$ cat config.mk
export PLATFORM = sky130hd
export DESIGN_NAME = regfile_burst_reader
export DESIGN_NICKNAME = d
export VERILOG_FILES = /design/src/rtl/regfile_burst_reader.sv
export SDC_FILE = /design/constraint.sdc
export NUM_CORES = 1
export LEC_CHECK = 0
export ABC_AREA = 1
export CORE_ASPECT_RATIO = 1.25
export CORE_MARGIN = 5
export CORE_UTILIZATION = 58
export DETAILED_ROUTE_END_ITERATION = 8
export PLACE_DENSITY = 0.83
export SYNTH_ARGS = -nofsm -noshare
export SYNTH_HDL_FRONTEND = slang
export SYNTH_SLANG_ARGS = --single-unit
$ cat constraint.sdc
create_clock -name clk -period 3.7 [get_ports clk]
set_input_delay 1.11 -clock clk [delete_from_list [all_inputs] [get_ports clk]]
set_output_delay 1.11 -clock clk [all_outputs]
set_load 0.005 [all_outputs]
$ cat src/rtl/regfile_burst_reader.sv
// Register file of DEPTH clock-enabled words with a combinational random-read port
// and a burst engine that streams a contiguous, wrapping address range over valid/ready.
module regfile_burst_reader #(
    parameter int DATA_W = 16,
    parameter int ADDR_W = 3,
    parameter int DEPTH  = 8
) (
    input  logic              clk,
    input  logic              rst_n,
    input  logic              we,
    input  logic [ADDR_W-1:0] waddr,
    input  logic [DATA_W-1:0] wdata,
    input  logic [ADDR_W-1:0] raddr,
    output logic [DATA_W-1:0] rdata,
    input  logic              start,
    input  logic [ADDR_W-1:0] base,
    input  logic [ADDR_W:0]   count,
    output logic [DATA_W-1:0] dout,
    output logic              dout_valid,
    input  logic              dout_ready,
    output logic              busy,
    output logic              done
);

    typedef enum logic [1:0] {
        IDLE = 2'd0,
        SEND = 2'd1,
        FIN  = 2'd2
    } state_t;

    localparam logic [ADDR_W:0] DEPTH_C = (ADDR_W + 1)'(DEPTH);
    localparam logic [ADDR_W:0] ONE_C   = (ADDR_W + 1)'(1);

    state_t            state_r, state_nxt_s;
    logic [DATA_W-1:0] mem_r [DEPTH];
    logic [ADDR_W-1:0] ptr_r, ptr_nxt_s, ptr_inc_s;
    logic [ADDR_W:0]   remaining_r, remaining_nxt_s, eff_s;
    logic [DATA_W-1:0] dout_r, dout_nxt_s;
    logic              dout_valid_r, dout_valid_nxt_s;
    logic              busy_r, busy_nxt_s;
    logic              done_r, done_nxt_s;

    // Address wraps naturally because DEPTH is a power of two; oversize bursts are clamped.
    assign ptr_inc_s = ptr_r + ADDR_W'(1);
    assign eff_s     = (count > DEPTH_C) ? DEPTH_C : count;
    assign rdata     = mem_r[raddr];

    assign dout       = dout_r;
    assign dout_valid = dout_valid_r;
    assign busy       = busy_r;
    assign done       = done_r;

    // Storage: writes accepted in every engine state, cleared by reset.
    always_ff @(posedge clk or negedge rst_n) begin
        if (!rst_n) begin
            for (int i = 0; i < DEPTH; i++) begin
                mem_r[i] <= '0;
            end
        end else if (we) begin
            mem_r[waddr] <= wdata;
        end
    end

    // State register together with the registered burst outputs.
    always_ff @(posedge clk or negedge rst_n) begin
        if (!rst_n) begin
            state_r      <= IDLE;
            ptr_r        <= '0;
            remaining_r  <= '0;
            dout_r       <= '0;
            dout_valid_r <= 1'b0;
            busy_r       <= 1'b0;
            done_r       <= 1'b0;
        end else begin
            state_r      <= state_nxt_s;
            ptr_r        <= ptr_nxt_s;
            remaining_r  <= remaining_nxt_s;
            dout_r       <= dout_nxt_s;
            dout_valid_r <= dout_valid_nxt_s;
            busy_r       <= busy_nxt_s;
            done_r       <= done_nxt_s;
        end
    end

    // Next-state and datapath: words are loaded from pre-edge storage contents.
    always_comb begin
        state_nxt_s     = state_r;
        ptr_nxt_s       = ptr_r;
        remaining_nxt_s = remaining_r;
        dout_nxt_s      = dout_r;
        case (state_r)
            IDLE: begin
                if (start) begin
                    if (count == '0) begin
                        state_nxt_s = FIN;
                    end else begin
                        ptr_nxt_s       = base;
                        remaining_nxt_s = eff_s;
                        dout_nxt_s      = mem_r[base];
                        state_nxt_s     = SEND;
                    end
                end else begin
                    state_nxt_s = IDLE;
                end
            end
            SEND: begin
                if (dout_ready) begin
                    if (remaining_r == ONE_C) begin
                        state_nxt_s = FIN;
                    end else begin
                        ptr_nxt_s       = ptr_inc_s;
                        dout_nxt_s      = mem_r[ptr_inc_s];
                        remaining_nxt_s = remaining_r - ONE_C;
                        state_nxt_s     = SEND;
                    end
                end else begin
                    state_nxt_s = SEND;
                end
            end
            FIN: begin
                state_nxt_s = IDLE;
            end
            default: begin
                state_nxt_s = IDLE;
            end
        endcase
    end

    // Output decode from the upcoming state so flags are registered alongside it.
    always_comb begin
        dout_valid_nxt_s = (state_nxt_s == SEND);
        busy_nxt_s       = (state_nxt_s == SEND);
        done_nxt_s       = (state_nxt_s == FIN);
    end

endmodule

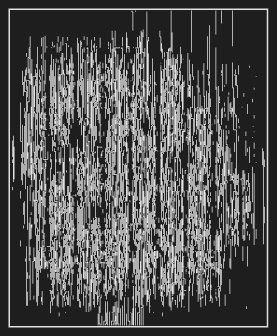
*The metal 2 layer*
wire length on this layer	14800 um
share of all routed wire	47%
met2 usage: 53.0%
Via Count: 10468

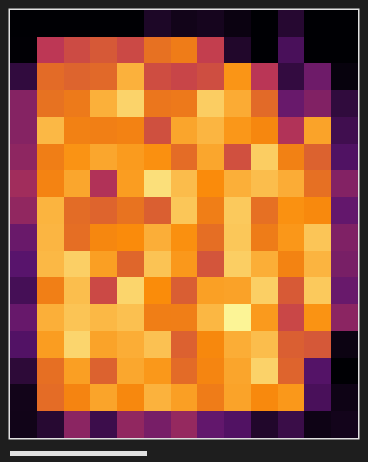
*Cell area per tile*
Bar = 50 um. 13 x 16 tiles, from black (low) to pale yellow (high), 0 to 100% covered.
densest ninth of the die	center
tiles over 75% full	36%
emptiest ninth of the die	upper right
mean over tiles	57%
nearly empty tiles	6.2%
core area: 16800 um2
floorplan core density: 58.7%

==> reports/metrics.yaml <==
clockBufferCount: 23
routabilityCongestion: 0.923
ant_nets: 0
num-nonclk-buffers: 110
grt.total_usage_pct: 32.5
r2r-start: "ptr_r[0]"
mux_area_share_pct: 0
power.share.clock_pct: 22.9
clk_path_buf_depth: 2
route.detailed.drc: 0
slowest_delay_ns: 0.51
multi_input_comb_cells: 1086
synth-main-ff-cell: "dfrtp_1"
yosys_cells: 1536
synth_top_area_share_pct: 39.4
routed_via_density: 5.82
die_h_um: 156
ff2ff_setup_slack_ns: 1.14
max_freq_mhz: 274
synthesis.nets: 1573
largest_reg_flops: 128
wl_met1_mm: 11.4
p_total_mw: 7.89
largest-register: "mem_r"
hold_viol_final: 0
setup_tns_ns: 0
port_buffers: 68
status: "complete, no violations"
seqAreaFraction_pct: 34.0
path_buffers: 4
worst_pin_slew_ns: 1.24
arrival_ns: 2.54
rsz0062_at_grt: "false"
syn_to_final_growth_pct: 16.0
